<file path="src/rtl/dyn_adder_scheduler.sv">
// dyn_adder_scheduler: round-robin front end that shares one 16-bit
// variable-latency adder among NUM_REQ requesters. One operation is in flight
// at a time; the settle latency is predicted from the operand propagate pairs.
// Optional macro DYN_ADD_WORST_CASE_EN forces every operation to MAX_LAT cycles.
module dyn_adder_scheduler #(
    parameter int unsigned NUM_REQ = 4,
    parameter int unsigned WIDTH   = 16,
    parameter int unsigned MAX_LAT = 4,
    localparam int unsigned IdW    = $clog2(NUM_REQ)
) (
    input  logic                     clk_i,
    input  logic                     rst_i,
    input  logic [NUM_REQ-1:0]       req_valid_i,
    output logic [NUM_REQ-1:0]       req_ready_o,
    input  logic [NUM_REQ*WIDTH-1:0] req_a_i,
    input  logic [NUM_REQ*WIDTH-1:0] req_b_i,
    input  logic [NUM_REQ-1:0]       req_cin_i,
    output logic [WIDTH-1:0]         add_a_o,
    output logic [WIDTH-1:0]         add_b_o,
    output logic                     add_cin_o,
    output logic                     add_first_o,
    output logic                     add_request_o,
    input  logic [WIDTH-1:0]         add_sum_i,
    input  logic                     add_cout_i,
    output logic                     rsp_valid_o,
    input  logic                     rsp_ready_i,
    output logic [IdW-1:0]           rsp_id_o,
    output logic [WIDTH-1:0]         rsp_sum_o,
    output logic                     rsp_cout_o
);

    // Counter must hold the pair-derived maximum of 4 even if MAX_LAT is smaller.
    localparam int unsigned CntW = ($clog2(MAX_LAT + 1) > 3) ? $clog2(MAX_LAT + 1) : 3;

    typedef enum logic [1:0] {StIdle, StIssue, StWait, StResp} state_e;

    state_e             state_q;
    logic [IdW-1:0]     rr_q;
    logic [IdW-1:0]     id_q;
    logic [CntW-1:0]    cnt_q;
    logic [WIDTH-1:0]   add_a_q;
    logic [WIDTH-1:0]   add_b_q;
    logic               add_cin_q;
    logic               add_first_q;
    logic               add_request_q;
    logic               rsp_valid_q;
    logic [WIDTH-1:0]   sum_q;
    logic               cout_q;

    logic               grant_vld;
    logic [IdW-1:0]     grant_idx;
    logic [IdW-1:0]     cand;
    logic [IdW-1:0]     rr_next;
    logic [WIDTH-1:0]   prop;
    logic [CntW-1:0]    lat;

    // Round-robin search from rr_q upward, wrapping modulo NUM_REQ.
    always_comb begin
        grant_vld   = 1'b0;
        grant_idx   = '0;
        cand        = '0;
        req_ready_o = '0;
        for (int k = 0; k < int'(NUM_REQ); k++) begin
            cand = IdW'((int'(rr_q) + k) % int'(NUM_REQ));
            if (!grant_vld && req_valid_i[cand]) begin
                grant_vld = 1'b1;
                grant_idx = cand;
            end
        end
        if (state_q == StIdle && !rst_i && grant_vld) begin
            req_ready_o[grant_idx] = 1'b1;
        end
        rr_next = (grant_idx == IdW'(NUM_REQ - 1)) ? '0 : grant_idx + 1'b1;
    end

    // Settle-latency prediction from the latched operands.
    always_comb begin
        prop = add_a_q ^ add_b_q;
`ifdef DYN_ADD_WORST_CASE_EN
        lat = CntW'(MAX_LAT);
`else
        lat = CntW'(1) + CntW'(prop[3] & prop[4]) + CntW'(prop[7] & prop[8])
            + CntW'(prop[11] & prop[12]);
`endif
    end

    // Scheduler FSM with registered adder and response outputs.
    always_ff @(posedge clk_i) begin
        if (rst_i) begin
            state_q       <= StIdle;
            rr_q          <= '0;
            id_q          <= '0;
            cnt_q         <= '0;
            add_a_q       <= '0;
            add_b_q       <= '0;
            add_cin_q     <= 1'b0;
            add_first_q   <= 1'b0;
            add_request_q <= 1'b0;
            rsp_valid_q   <= 1'b0;
            sum_q         <= '0;
            cout_q        <= 1'b0;
        end else begin
            unique case (state_q)
                StIdle: begin
                    if (grant_vld) begin
                        add_a_q       <= req_a_i[grant_idx*WIDTH +: WIDTH];
                        add_b_q       <= req_b_i[grant_idx*WIDTH +: WIDTH];
                        add_cin_q     <= req_cin_i[grant_idx];
                        id_q          <= grant_idx;
                        rr_q          <= rr_next;
                        add_first_q   <= 1'b1;
                        add_request_q <= 1'b1;
                        state_q       <= StIssue;
                    end
                end
                StIssue: begin
                    cnt_q       <= lat;
                    add_first_q <= 1'b0;
                    state_q     <= StWait;
                end
                StWait: begin
                    if (cnt_q == CntW'(1)) begin
                        sum_q         <= add_sum_i;
                        cout_q        <= add_cout_i;
                        rsp_valid_q   <= 1'b1;
                        add_request_q <= 1'b0;
                        state_q       <= StResp;
                    end else begin
                        cnt_q <= cnt_q - 1'b1;
                    end
                end
                StResp: begin
                    if (rsp_ready_i) begin
                        rsp_valid_q <= 1'b0;
                        state_q     <= StIdle;
                    end
                end
            endcase
        end
    end

    assign add_a_o       = add_a_q;
    assign add_b_o       = add_b_q;
    assign add_cin_o     = add_cin_q;
    assign add_first_o   = add_first_q;
    assign add_request_o = add_request_q;
    assign rsp_valid_o   = rsp_valid_q;
    assign rsp_id_o      = id_q;
    assign rsp_sum_o     = sum_q;
    assign rsp_cout_o    = cout_q;

endmodule

</file>
<file path="config.mk">
export PLATFORM = sky130hd
export DESIGN_NAME = dyn_adder_scheduler
export DESIGN_NICKNAME = d
export VERILOG_FILES = /design/src/rtl/dyn_adder_scheduler.sv
export SDC_FILE = /design/constraint.sdc
export NUM_CORES = 1
export LEC_CHECK = 0
export ABC_AREA = 1
export CORE_ASPECT_RATIO = 1.2
export CORE_MARGIN = 8
export CORE_UTILIZATION = 41
export DETAILED_ROUTE_END_ITERATION = 10
export PLACE_DENSITY = 0.82
export SETUP_SLACK_MARGIN = 0.02
export SLEW_MARGIN = 5
export SYNTH_ARGS = -nofsm -noshare
export SYNTH_HDL_FRONTEND = slang
export SYNTH_SLANG_ARGS = --single-unit
</file>
<file path="constraint.sdc">
create_clock -name clk_i -period 2.6 [get_ports clk_i]
set_input_delay 0.39 -clock clk_i [delete_from_list [all_inputs] [get_ports clk_i]]
set_output_delay 0.39 -clock clk_i [all_outputs]
set_load 0.01 [all_outputs]
</file>
**Run 1: routing congestion map**

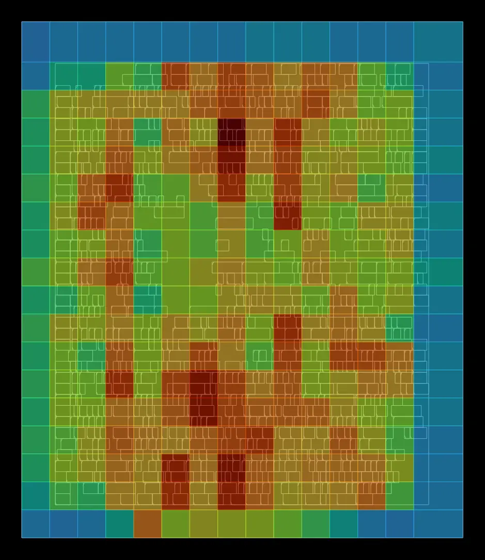
GRT met1 Usage: 0.2353
gr busiest metal: met2
GR Util met2: 0.3799
DR WL/cell: 14.66 µm

**Run 1: logic cells by family**

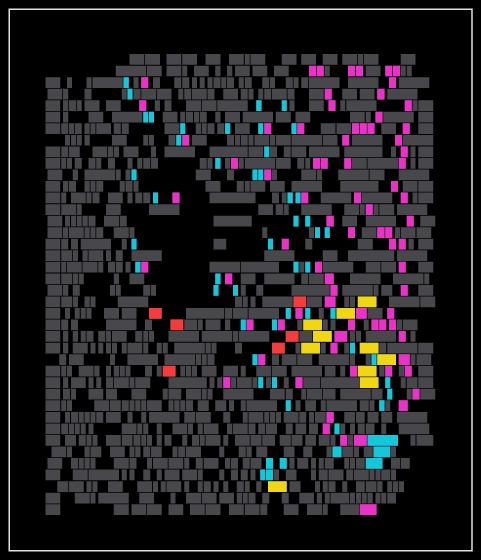
adder and majority cells: marked yellow, cells 10. inverting AOI/OAI gates: marked magenta, cells 78. XOR/XNOR gates: marked red, cells 6, where center. NOR gates: marked cyan, cells 54.

==> out/metrics.cfg, run 1 <==
[yosys]
synth_flops=62
ys_async_sr_fraction=0
yosys.cell_types.count=31
adder_share=0.02959
topCombFamilyByArea=simple AND/OR/NAND/NOR gates
largest_area_cell=dfxtp_1
area_leaders=dfxtp_1 29%, nand2_1 19%, nand3_1 13%
compound_area_frac=0.09704
fp_nets=864
muxShareOfSynthArea=0
syn-instance-count=698
ff_type=dfxtp_1
yosys_area_mm2=0.004229
synth_top_area_share=0.2935
ys_cells=698
yosys.stat.seqShare=0.2935
synthSimpleGateAreaFrac=0.4192
synth-edff-count=0
avgSynthCellArea_um2=6.059

[floorplan]
fp.dieH_um=127.3
ios=215
die_area_mm2=0.01383
core-area_mm2=0.01001
rows=40

[final_timing]
tightest_slew_ps=500.9
layout_setup_ws_ps=146.8
hold_slack_ps=442.0
fin_skew_ps=10.05
timing.final.crit_share=0.9435
slew_viol_final=0
setup_viol=0
hold_viol_final=0
relSlewSlack=0.6661
fin_setup_tns_ps=0

[cts]
clock-root-buffer=clkbuf_16
postCtsSetupRepairBufs=0
clk_pin_slew_ps=60
cts_inserted_buffers=9
cts_tree=yes
clkSinkCount=62
cts_resized=17
cts_hold_buffers=0
htreeDepth=3
clkLatencyLatePin_ps=330
cts_max_path_buffers=2

[final_layout]
fin_area_mm2=0.006804
n_all_buffers=239
area_dominant_class=combinational gates
areaGrowthSynthToFinish_pct=60.89
layout-drive-gt1-share=0.08562
clkbuf_count=9
buf_share=0.3407
regArea_mm2=0.001241
final-comb-area_mm2=0.002382
fillCellCount=892
logic_gates=496
seq_share=0.1824
clkCellAreaFrac=0.04836
nNonClkInverters=98
nNetsFinal=1072
mostFrequentLayoutCells=208 x nand2_1, 208 x clkdlybuf4s50_1, 109 x nand3_1, 88 x inv_1, 62 x dfxtp_1

[detailed_routing]
wl_met3_um=1493
dr.pass1.iters=4
vias_per_cell=4.893
wl_met1_um=5793
met2_length_um=7570
ant_nets=0

[grt]
grt_max_degree=48
grt_pass1_vias=5034
grt-ovfl-total=0
grtUsageMet3=0.08803
grt_pass1_wl_um=24210
track_usage=0.2194

[worst_hold_path]
worstHoldStart=rsp_sum_o[2]

[pwr]
p_comb_frac=0.626
p_sw_frac=0.4640
p_switching_mw=3.403
p_leak_nw=3.261
p_int_mw=3.931
seq_cell_power_mw=1.41
clkPwrFrac=0.181
pwr.group.combinational_mw=4.59
power_mw=7.334

[flow_run]
warning_count=30
maxCapViolations=0

[status]
status=finished clean

[place]
hpwlAfterDp_um=11530
port_buffers=214
gp_congestion=0.8554
post-place-ws_ps=-286.6
dpl_cell_area_mm2=0.006457

[worst_setup_path]
path_common_cell=nand2_2
slowest_delay_ps=490
ff2ff_setup_slack_ps=370
critPathLaunchType=input pin
critPathTopFamily=buffers and inverters
cp-endpoint=req_ready_o[2]
reg2reg_depth=15
end_kind=output pin
crit_fanout=5
r2r_end=add_cin_o
cp.required_ps=2210
timing.rr.start=rr_q[0]

**Run 1: met2 routing**

Scale bar: 20 µm.
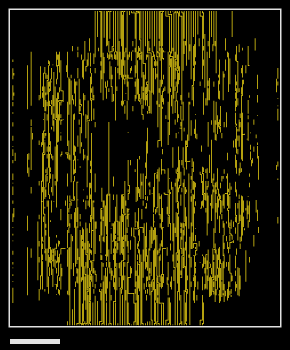
813 nets have wire on it. The layer holds 50% of the routed length.
detailed-route via count: 5079
total wire length: 15220 µm

**Run 1: signal wires on met3**

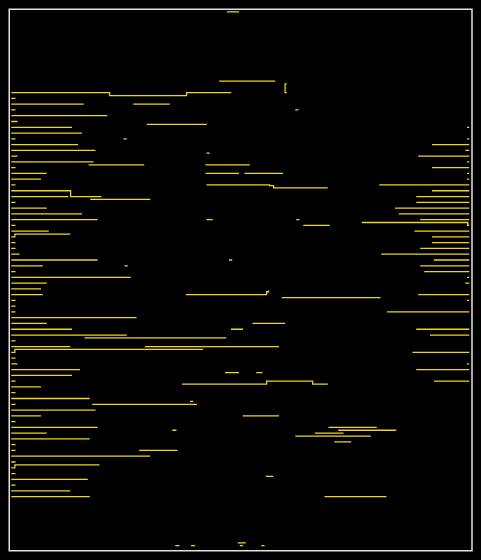

==> run 2, diff against run 1 <==
ABC_AREA = default   (was 1)
CORE_UTILIZATION = 38   (was 41)
**Run 2: signal wires on met3**

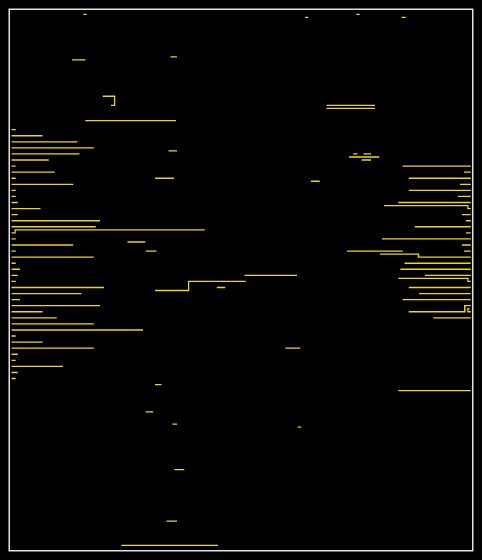
The layer carries 811 µm of wire. The layer holds 6.1% of the routed length.

==> out/metrics.cfg, run 2 <==
[final_layout]
layout-drive-gt1-share=0.09075  ; was 0.08562
area_dominant_class=buffers  ; was combinational gates
fillCellCount=734  ; was 892
clkbuf_count=12  ; was 9
mostFrequentLayoutCells=209 x clkdlybuf4s50_1, 78 x nand2_1, 71 x mux2i_1, 62 x dfxtp_1, 26 x a21oi_1  ; was 208 x nand2_1, 208 x clkdlybuf4s50_1, 109 x nand3_1, 88 x inv_1, 62 x dfxtp_1
logic_gates=271  ; was 496
fin_area_mm2=0.005877  ; was 0.006804 mm²
nNetsFinal=745  ; was 1072
n_all_buffers=227  ; was 239
seq_share=0.2112  ; was 0.1824
clkCellAreaFrac=0.03172  ; was 0.04836
final-comb-area_mm2=0.002004  ; was 0.002382 mm²

[pwr]
p_comb_frac=0.537  ; was 0.626
p_leak_nw=2.247  ; was 3.261 nW
clkPwrFrac=0.159  ; was 0.181
power_mw=4.977  ; was 7.334 mW
p_switching_mw=1.891  ; was 3.403 mW
p_sw_frac=0.3799  ; was 0.4640

[yosys]
avgSynthCellArea_um2=9.486  ; was 6.059 µm²
ff_type=dfxtp_1  ; unchanged
syn-instance-count=368  ; was 698
area_leaders=dfxtp_1 36%, mux2i_1 20%, nand2_1 8.4%  ; was dfxtp_1 29%, nand2_1 19%, nand3_1 13%
topCombFamilyByArea=multiplexers  ; was simple AND/OR/NAND/NOR gates
largest_area_cell=dfxtp_1  ; unchanged
synthSimpleGateAreaFrac=0.1427  ; was 0.4192
yosys.cell_types.count=34  ; was 31
synth_flops=62  ; unchanged
muxShareOfSynthArea=0.2036  ; was 0
ys_cells=368  ; was 698
fp_nets=534  ; was 864
yosys_area_mm2=0.003491  ; was 0.004229 mm²
ys_async_sr_fraction=0  ; unchanged
synth_top_area_share=0.3556  ; was 0.2935
yosys.stat.seqShare=0.3556  ; was 0.2935

[grt]
use_met1=0.2184  ; was 0.2353
grt-ovfl-total=0  ; unchanged
grt_pass1_vias=3732  ; was 5034
grt_pass1_wl_um=20090  ; was 24210 µm
track_usage=0.2071  ; was 0.2194
top_usage_layer=met2  ; unchanged
grtUsageMet3=0.05396  ; was 0.08803
gr-usage-met2=0.3711  ; was 0.3799

[cts]
cts_hold_buffers=0  ; unchanged
clk_pin_slew_ps=80  ; was 60 ps
cts_resized=10  ; was 17
clkSinkCount=62  ; unchanged
cts_max_path_buffers=2  ; unchanged
cts_tree=yes  ; unchanged
cts_inserted_buffers=9  ; unchanged
postCtsSetupRepairBufs=0  ; unchanged
clkLatencyLatePin_ps=330  ; about the same

[final_timing]
fin_setup_tns_ps=0  ; unchanged
slew_viol_final=0  ; unchanged
timing.final.crit_share=0.9322  ; was 0.9435
hold_slack_ps=456.1  ; was 442.0 ps
tightest_slew_ps=726.7  ; was 500.9 ps
setup_viol=0  ; unchanged

[worst_setup_path]
ff2ff_setup_slack_ps=410  ; was 370 ps
cp-endpoint=req_ready_o[3]  ; was req_ready_o[2]
slowest_delay_ps=540  ; was 490 ps
critPathLaunchType=input pin  ; unchanged
critPathTopFamily=buffers and inverters  ; unchanged
end_kind=output pin  ; unchanged
reg2reg_depth=8  ; was 15
crit_fanout=4  ; was 5
cp.required_ps=2210  ; about the same

[floorplan]
core-area_mm2=0.008986  ; was 0.01001 mm²
fp.dieH_um=121.0  ; was 127.3 µm
rows=38  ; was 40
die_area_mm2=0.01252  ; was 0.01383 mm²

[detailed_routing]
routed_wirelength_um=13230  ; was 15220 µm
wl_per_cell_um=18.76  ; was 14.66 µm
met2_length_um=7367  ; was 7570 µm
wl_met1_um=4739  ; was 5793 µm
wl_met3_um=811  ; was 1493 µm
dr.pass1.iters=6  ; was 4
vias=3538  ; was 5079

[place]
post-place-ws_ps=-135.3  ; was -286.6 ps
gp_congestion=0.8700  ; was 0.8554
dpl_cell_area_mm2=0.005659  ; was 0.006457 mm²

[status]
status=finished clean  ; unchanged

[worst_hold_path]
worstHoldStart=rsp_sum_o[4]  ; was rsp_sum_o[2]

[flow_run]
warning_count=30  ; unchanged
maxCapViolations=0  ; unchanged

Power is estimated from default activity; no workload was simulated.
